===== src/rtl/mdiv_ctrl_if.sv =====
// rtl/mdiv_ctrl_if.sv - issue/multiplier/divider/response bundle for mdiv_ctrl
//
// Ports grouped here:
//   req_*   : op offer from EX issue (valid/ready, funct3, rs1, rs2, tag)
//   mul_*   : unsigned operands out, combinational 64-bit product back
//   div_*   : start pulse and held operands out, done/quotient/remainder back
//   resp_*  : 32-bit result and tag with valid/ready
//   busy    : controller is not idle
// slave is the controller's view, master is the environment's view.
interface mdiv_ctrl_if #(
  parameter int TAG_W = 5
);
  logic             req_valid;
  logic             req_ready;
  logic [2:0]       req_funct3;
  logic [31:0]      req_a;
  logic [31:0]      req_b;
  logic [TAG_W-1:0] req_tag;

  logic [31:0]      mul_a;
  logic [31:0]      mul_b;
  logic [63:0]      mul_p;

  logic             div_start;
  logic [31:0]      div_a;
  logic [31:0]      div_b;
  logic             div_done;
  logic [31:0]      div_q;
  logic [31:0]      div_r;

  logic             resp_valid;
  logic             resp_ready;
  logic [31:0]      resp_data;
  logic [TAG_W-1:0] resp_tag;

  logic             busy;

  modport slave (
    input  req_valid, req_funct3, req_a, req_b, req_tag,
    input  mul_p, div_done, div_q, div_r, resp_ready,
    output req_ready, mul_a, mul_b, div_start, div_a, div_b,
    output resp_valid, resp_data, resp_tag, busy
  );

  modport master (
    output req_valid, req_funct3, req_a, req_b, req_tag,
    output mul_p, div_done, div_q, div_r, resp_ready,
    input  req_ready, mul_a, mul_b, div_start, div_a, div_b,
    input  resp_valid, resp_data, resp_tag, busy
  );
endinterface


===== src/rtl/mdiv_ctrl.sv =====
// rtl/mdiv_ctrl.sv - RV32M multiply/divide sequencing controller
//
// Ports:
//   clk    : clock
//   rst    : synchronous active-high reset
//   flush  : kill in-flight op and pending response
//   bus    : mdiv_ctrl_if.slave (request, multiplier, divider, response, busy)
module mdiv_ctrl #(
  parameter int TAG_W = 5
) (
  input  logic        clk,
  input  logic        rst,
  input  logic        flush,
  mdiv_ctrl_if.slave  bus
);

  typedef enum logic [2:0] {
    S_IDLE,
    S_MUL,
    S_SPECIAL,
    S_DIV_START,
    S_DIV_WAIT,
    S_RESP,
    S_DRAIN
  } state_e;

  state_e           state_q, state_d;
  logic [2:0]       funct3_q, funct3_d;
  logic [31:0]      a_q, a_d;
  logic [31:0]      b_q, b_d;
  logic [TAG_W-1:0] tag_q, tag_d;
  logic             resp_valid_q, resp_valid_d;
  logic [31:0]      resp_data_q, resp_data_d;
  logic [TAG_W-1:0] resp_tag_q, resp_tag_d;
  logic             div_start_q, div_start_d;
  logic [31:0]      div_a_q, div_a_d;
  logic [31:0]      div_b_q, div_b_d;

  // rs1 is signed for MUL, MULH, MULHSU, DIV, REM.
  function automatic logic a_is_signed(input logic [2:0] f);
    case (f)
      3'd0, 3'd1, 3'd2, 3'd4, 3'd6: a_is_signed = 1'b1;
      default:                      a_is_signed = 1'b0;
    endcase
  endfunction

  // rs2 is signed for MUL, MULH, DIV, REM.
  function automatic logic b_is_signed(input logic [2:0] f);
    case (f)
      3'd0, 3'd1, 3'd4, 3'd6: b_is_signed = 1'b1;
      default:                b_is_signed = 1'b0;
    endcase
  endfunction

  // 0x80000000 maps to itself, which is the correct unsigned magnitude.
  function automatic logic [31:0] mag(input logic [31:0] x, input logic neg);
    mag = neg ? (~x + 32'd1) : x;
  endfunction

  logic        a_neg, b_neg;
  logic [31:0] mag_a, mag_b;
  logic [63:0] prod_s;
  logic [31:0] quot_s, rem_s;
  logic [31:0] special_res;
  logic        req_a_neg, req_b_neg;
  logic        req_special;
  logic        accept;
  logic        req_ready;

  // Sign handling on the registered op.
  always_comb begin
    a_neg  = a_q[31] & a_is_signed(funct3_q);
    b_neg  = b_q[31] & b_is_signed(funct3_q);
    mag_a  = mag(a_q, a_neg);
    mag_b  = mag(b_q, b_neg);
    prod_s = (a_neg ^ b_neg) ? (~bus.mul_p + 64'd1) : bus.mul_p;
    quot_s = (a_neg ^ b_neg) ? (~bus.div_q + 32'd1) : bus.div_q;
    rem_s  = a_neg ? (~bus.div_r + 32'd1) : bus.div_r;
    // funct3[1] separates REM/REMU from DIV/DIVU.
    if (b_q == 32'd0) begin
      special_res = funct3_q[1] ? a_q : 32'hFFFF_FFFF;
    end else begin
      special_res = funct3_q[1] ? 32'd0 : 32'h8000_0000;
    end
  end

  // Classification of the op being offered.
  always_comb begin
    req_a_neg   = bus.req_a[31] & a_is_signed(bus.req_funct3);
    req_b_neg   = bus.req_b[31] & b_is_signed(bus.req_funct3);
    req_special = (bus.req_b == 32'd0) ||
                  (((bus.req_funct3 == 3'd4) || (bus.req_funct3 == 3'd6)) &&
                   (bus.req_a == 32'h8000_0000) && (bus.req_b == 32'hFFFF_FFFF));
    req_ready   = (state_q == S_IDLE) && !flush && !rst;
    accept      = bus.req_valid && req_ready;
  end

  always_comb begin
    state_d      = state_q;
    funct3_d     = funct3_q;
    a_d          = a_q;
    b_d          = b_q;
    tag_d        = tag_q;
    resp_valid_d = resp_valid_q;
    resp_data_d  = resp_data_q;
    resp_tag_d   = resp_tag_q;
    div_start_d  = 1'b0;
    div_a_d      = div_a_q;
    div_b_d      = div_b_q;

    case (state_q)
      S_IDLE: begin
        if (accept) begin
          funct3_d = bus.req_funct3;
          a_d      = bus.req_a;
          b_d      = bus.req_b;
          tag_d    = bus.req_tag;
          if (!bus.req_funct3[2]) begin
            state_d = S_MUL;
          end else if (req_special) begin
            state_d = S_SPECIAL;
          end else begin
            // Divider operands are loaded with the start pulse and held
            // until the next divide is accepted.
            state_d     = S_DIV_START;
            div_start_d = 1'b1;
            div_a_d     = mag(bus.req_a, req_a_neg);
            div_b_d     = mag(bus.req_b, req_b_neg);
          end
        end
      end

      S_MUL: begin
        if (flush) begin
          state_d = S_IDLE;
        end else begin
          state_d      = S_RESP;
          resp_valid_d = 1'b1;
          resp_tag_d   = tag_q;
          resp_data_d  = (funct3_q == 3'd0) ? prod_s[31:0] : prod_s[63:32];
        end
      end

      S_SPECIAL: begin
        if (flush) begin
          state_d = S_IDLE;
        end else begin
          state_d      = S_RESP;
          resp_valid_d = 1'b1;
          resp_tag_d   = tag_q;
          resp_data_d  = special_res;
        end
      end

      S_DIV_START: begin
        state_d = flush ? S_DRAIN : S_DIV_WAIT;
      end

      S_DIV_WAIT: begin
        if (bus.div_done) begin
          // A flush coinciding with done has nothing left to drain.
          if (flush) begin
            state_d = S_IDLE;
          end else begin
            state_d      = S_RESP;
            resp_valid_d = 1'b1;
            resp_tag_d   = tag_q;
            resp_data_d  = funct3_q[1] ? rem_s : quot_s;
          end
        end else if (flush) begin
          state_d = S_DRAIN;
        end
      end

      S_RESP: begin
        if (flush || bus.resp_ready) begin
          state_d      = S_IDLE;
          resp_valid_d = 1'b0;
        end
      end

      S_DRAIN: begin
        if (bus.div_done) begin
          state_d = S_IDLE;
        end
      end

      default: begin
        state_d      = S_IDLE;
        resp_valid_d = 1'b0;
      end
    endcase
  end

  always_ff @(posedge clk) begin
    if (rst) begin
      state_q      <= S_IDLE;
      funct3_q     <= 3'd0;
      a_q          <= 32'd0;
      b_q          <= 32'd0;
      tag_q        <= '0;
      resp_valid_q <= 1'b0;
      resp_data_q  <= 32'd0;
      resp_tag_q   <= '0;
      div_start_q  <= 1'b0;
      div_a_q      <= 32'd0;
      div_b_q      <= 32'd0;
    end else begin
      state_q      <= state_d;
      funct3_q     <= funct3_d;
      a_q          <= a_d;
      b_q          <= b_d;
      tag_q        <= tag_d;
      resp_valid_q <= resp_valid_d;
      resp_data_q  <= resp_data_d;
      resp_tag_q   <= resp_tag_d;
      div_start_q  <= div_start_d;
      div_a_q      <= div_a_d;
      div_b_q      <= div_b_d;
    end
  end

  assign bus.req_ready  = req_ready;
  assign bus.busy       = (state_q != S_IDLE);
  assign bus.mul_a      = (state_q == S_MUL) ? mag_a : 32'd0;
  assign bus.mul_b      = (state_q == S_MUL) ? mag_b : 32'd0;
  assign bus.div_start  = div_start_q;
  assign bus.div_a      = div_a_q;
  assign bus.div_b      = div_b_q;
  assign bus.resp_valid = resp_valid_q;
  assign bus.resp_data  = resp_data_q;
  assign bus.resp_tag   = resp_tag_q;

endmodule


===== src/flat_wrapper.sv =====
// flat-port wrapper written by rule: the top's interface ports become plain ports
module mdiv_ctrl_flat 
#(
  parameter int TAG_W = 5
)
  (clk, rst, flush, bus_req_valid, bus_req_funct3, bus_req_a, bus_req_b, bus_req_tag, bus_mul_p, bus_div_done, bus_div_q, bus_div_r, bus_resp_ready, bus_req_ready, bus_mul_a, bus_mul_b, bus_div_start, bus_div_a, bus_div_b, bus_resp_valid, bus_resp_data, bus_resp_tag, bus_busy);
  mdiv_ctrl_if #(.TAG_W(TAG_W)) bus_i ();
  input  logic clk;
  input  logic rst;
  input  logic flush;
  input wire logic [$bits(bus_i.req_valid)-1:0] bus_req_valid;
  input wire logic [$bits(bus_i.req_funct3)-1:0] bus_req_funct3;
  input wire logic [$bits(bus_i.req_a)-1:0] bus_req_a;
  input wire logic [$bits(bus_i.req_b)-1:0] bus_req_b;
  input wire logic [$bits(bus_i.req_tag)-1:0] bus_req_tag;
  input wire logic [$bits(bus_i.mul_p)-1:0] bus_mul_p;
  input wire logic [$bits(bus_i.div_done)-1:0] bus_div_done;
  input wire logic [$bits(bus_i.div_q)-1:0] bus_div_q;
  input wire logic [$bits(bus_i.div_r)-1:0] bus_div_r;
  input wire logic [$bits(bus_i.resp_ready)-1:0] bus_resp_ready;
  output wire logic [$bits(bus_i.req_ready)-1:0] bus_req_ready;
  output wire logic [$bits(bus_i.mul_a)-1:0] bus_mul_a;
  output wire logic [$bits(bus_i.mul_b)-1:0] bus_mul_b;
  output wire logic [$bits(bus_i.div_start)-1:0] bus_div_start;
  output wire logic [$bits(bus_i.div_a)-1:0] bus_div_a;
  output wire logic [$bits(bus_i.div_b)-1:0] bus_div_b;
  output wire logic [$bits(bus_i.resp_valid)-1:0] bus_resp_valid;
  output wire logic [$bits(bus_i.resp_data)-1:0] bus_resp_data;
  output wire logic [$bits(bus_i.resp_tag)-1:0] bus_resp_tag;
  output wire logic [$bits(bus_i.busy)-1:0] bus_busy;
  assign bus_i.req_valid = bus_req_valid;
  assign bus_i.req_funct3 = bus_req_funct3;
  assign bus_i.req_a = bus_req_a;
  assign bus_i.req_b = bus_req_b;
  assign bus_i.req_tag = bus_req_tag;
  assign bus_i.mul_p = bus_mul_p;
  assign bus_i.div_done = bus_div_done;
  assign bus_i.div_q = bus_div_q;
  assign bus_i.div_r = bus_div_r;
  assign bus_i.resp_ready = bus_resp_ready;
  assign bus_req_ready = bus_i.req_ready;
  assign bus_mul_a = bus_i.mul_a;
  assign bus_mul_b = bus_i.mul_b;
  assign bus_div_start = bus_i.div_start;
  assign bus_div_a = bus_i.div_a;
  assign bus_div_b = bus_i.div_b;
  assign bus_resp_valid = bus_i.resp_valid;
  assign bus_resp_data = bus_i.resp_data;
  assign bus_resp_tag = bus_i.resp_tag;
  assign bus_busy = bus_i.busy;
  mdiv_ctrl #(.TAG_W(TAG_W)) u_core (.clk(clk), .rst(rst), .flush(flush), .bus(bus_i));
endmodule

===== config.mk =====
export PLATFORM = sky130hd
export DESIGN_NAME = mdiv_ctrl_flat
export DESIGN_NICKNAME = d
export VERILOG_FILES = /design/src/rtl/mdiv_ctrl_if.sv /design/src/rtl/mdiv_ctrl.sv /design/src/flat_wrapper.sv
export SDC_FILE = /design/constraint.sdc
export NUM_CORES = 1
export LEC_CHECK = 0
export CORE_MARGIN = 4
export CORE_UTILIZATION = 50
export CTS_BUF_LIST = sky130_fd_sc_hd__clkbuf_16
export DETAILED_ROUTE_END_ITERATION = 10
export GPL_TIMING_DRIVEN = 0
export PLACE_DENSITY = 0.82
export SLEW_MARGIN = 20
export SYNTH_ARGS = -nofsm -noshare
export SYNTH_HDL_FRONTEND = slang
export SYNTH_SLANG_ARGS = --single-unit
export TNS_END_PERCENT = 20

===== constraint.sdc =====
create_clock -name clk -period 3.7 [get_ports clk]
set_input_delay 0.74 -clock clk [delete_from_list [all_inputs] [get_ports clk]]
set_output_delay 0.74 -clock clk [all_outputs]
set_load 0.01 [all_outputs]

==> metrics.csv <==
stage,metric,value,unit
synthesis,yosysMostFrequentCell,nor2_1,
synthesis,synthCells,1864,
timing,fin_hold_ws,457,ps
finish,fin_area,0.0187,mm2
synthesis,yosys_cells,1864,
setup_path,crit_family,simple AND/OR/NAND/NOR gates,
setup_path,endpoint,u_core.bus.resp_data[11],
setup_path,r2r-start,u_core.funct3_q[2],
grt,use_met1,52.1,%
pwr,p_per_area,451,mW/mm2
place,dp_hpwl,49800,um
timing,hold_violations,0,
place,place.gp.congestion,1.05,
finish,area_growth,38.9,%
synthesis,logic_family,simple AND/OR/NAND/NOR gates,
die,dieArea,0.0296,mm2
pwr,maxPowerGroup,combinational cells,
clocking,clkTransAtPathRegs,80,ps
status,status,finished with violations,
clocking,hold_buffers,0,
timing,period_minus_slack,3730,ps
grt,track_usage,40.0,%
synthesis,synthTopCellsByCount,"nor2_1, nand2_1, a21oi_1",
worst_hold_path,hp-class,register to register,
clocking,cts_sinks,178,
timing,setup_viol,4,
synthesis,yosysWarnings,0,
die,io_pins,375,
grt,grt_pass1_vias,15900,
finish,fin_cells,2620,
routing,viasPerCell,6.53,
setup_path,path_max_fanout,10,
die,die_h,172,um
synthesis,yosysTopAreaCellShare,26.4,%
routing,wl_met3,8030,um
pwr,combPwrFrac,48.2,%
clocking,htree_levels,4,
place,dp.cells,2567,
worst_hold_path,holdPathEnd,u_core.bus.resp_tag[1],
pwr,swShare,43.7,%
grt,grt_max_degree,20,
clocking,clk_latency,450,ps
synthesis,synth-seq-cells,178,
synthesis,ys_sh_mux,0.901,%
pwr,seq_power,2.43,mW
run,warning_count,29,
synthesis,fp_nets,2078,
routing,wl_per_cell,24.1,um
grt,grt-ovfl-total,0,
run,drv_cap,0,
timing,timing.clock.skew,17.0,ps
worst_hold_path,holdPathStages,2,
setup_path,cp_data_required_time,4000,ps
synthesis,edf_count,0,
place,place_ws,-1200,ps
routing,top_layer,met4,
setup_path,path_buffers,1,
routing,drtAntennaViolNets,0,
synthesis,yosys_area,0.0135,mm2
timing,setup_ws,-35.0,ps
grt,grt_pass1_wl,92100,um
setup_path,cpMaxStageDelayCell,nor4_4,
synthesis,topCellsByArea,"dfxtp_1, xor2_1, nor2_1",
setup_path,crit_start,bus_mul_p[34],
pwr,clk-power,1.93,mW
synthesis,async_flop_share,0,%
status,violations,negative setup slack,
die,die_x,172,um
die,initCoreUtil,51.3,%
pwr,p_int,4.74,mW
synthesis,ys_types,69,
timing,max_freq,268,MHz
grt,antenna_found_initial,2,
setup_path,endpoint_kind,register,
pwr,p_switching,3.69,mW
pwr,finalPower,8.43,mW
synthesis,ys_sh_adder,0.743,%
pwr,total_leakage_power,6.33,nW
timing,rsz0062_at_grt,true,
setup_path,crit_chain,clkdlybuf4s50_1 -> nor4_1 -> nand4_1 -> nor4_4 -> a21oi_1 -> xnor2_1 -> a221oi_1 -> nor3_1,
pwr,seqPwrFrac,28.8,%
synthesis,syn_area_per_cell,7.23,um2
setup_path,reg2reg_slack,30,ps
timing,worst_pin_slew,1080,ps
routing,drtIter0Drc,2739,
-- placed cells by master (no fill, tap or decap), drive strengths merged, types with 18 or more instances in the layout --
master	count
clkbuf	125
a21oi	190
nor3	75
nand2	232
a31oi	33
dfxtp	178
nor2	274
inv	46
or4	31
buf	41
xor2	124
o221ai	18
o31ai	34
nor4	34
nand2b	18
a211oi	72
o21ai	76
nand3	24
or3	25
xnor2	100
clkdlybuf4s50	343
-- cell type report --
class,instances,area [um2]
clock buffer,17,425
antenna,4,10.0
tap,335,419
fill,2097,7570
buffer,121,546
timing repair buffer,388,3800
sequential,178,3580
multi-input combinational,1523,9600
clock inverter,15,181
inverter,39,146
-- timing repair --
action,in CTS,in global routing
pin swaps,14,10
setup buffers,14,6
setup endpoints to repair,152,117
gates resized,87,72
Fig. 1: close-up of the layout
Window x 117 to 142, y 31 to 56 um. Cells in grey, sequential cells in the stronger grey; small squares are vias.
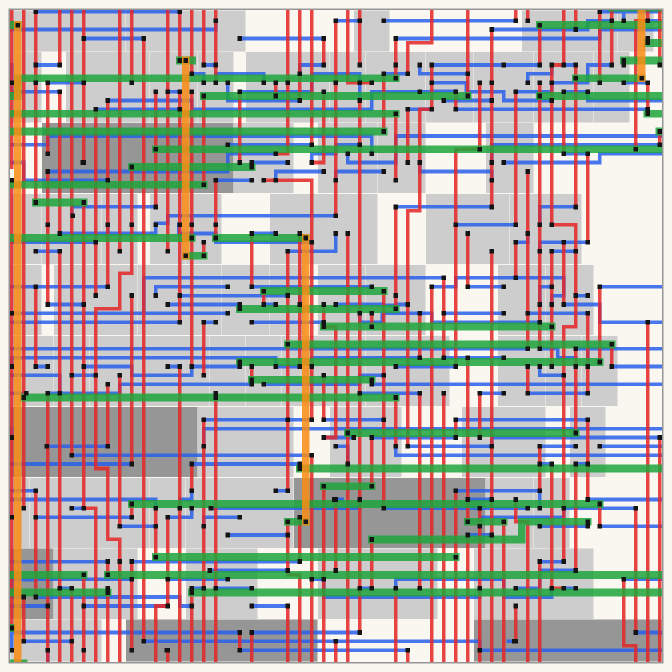
M3: in green. M1: in blue. M4: in orange. M2: in red.
Netlist names of flops here include u_core.bus.div_b (4), u_core.b_q (1). Most frequent: nand2_1 (11), nor2_1 (5), dfxtp_1 (5). Sequential cells in the window: 5. 63 logic cells have their middle in the window.

Fig. 2: routing congestion map
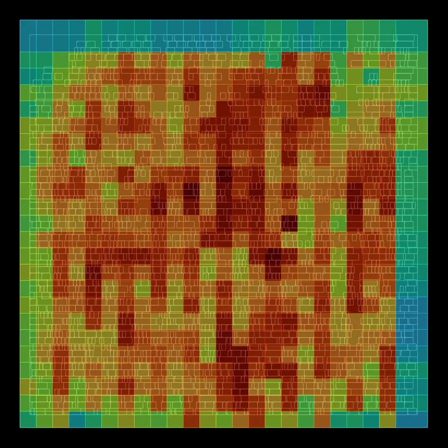
met2 Usage GRT: 62.7%
busiest layer in global routing: met2
fin util: 71.2%

Fig. 3: M4 wires
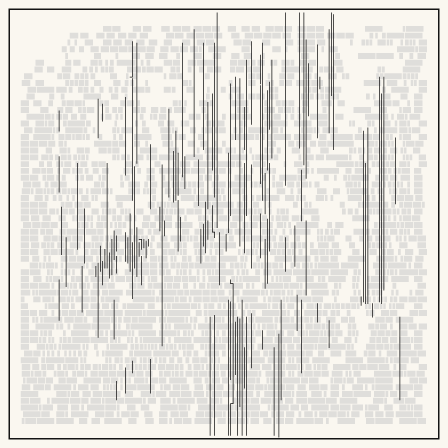
The longest straight run is 90.4 um. The wires run mostly vertical. 118 nets have wire on it.
Vias: 17100
drt total wl: 63200 um

Fig. 4: PDN straps and rails
The bar under the picture is 50 um long. Pins as bars on the die edge. Tap cells in grey.
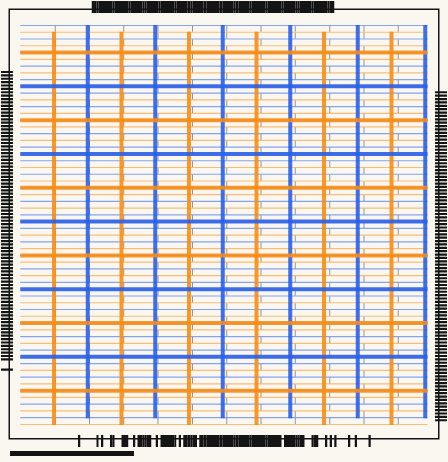
VSS: in orange. VDD: in blue.
The core has 59 rows. 60 met1 rails follow the rows.

No activity file was given, so power comes from the tool's default toggle rates.
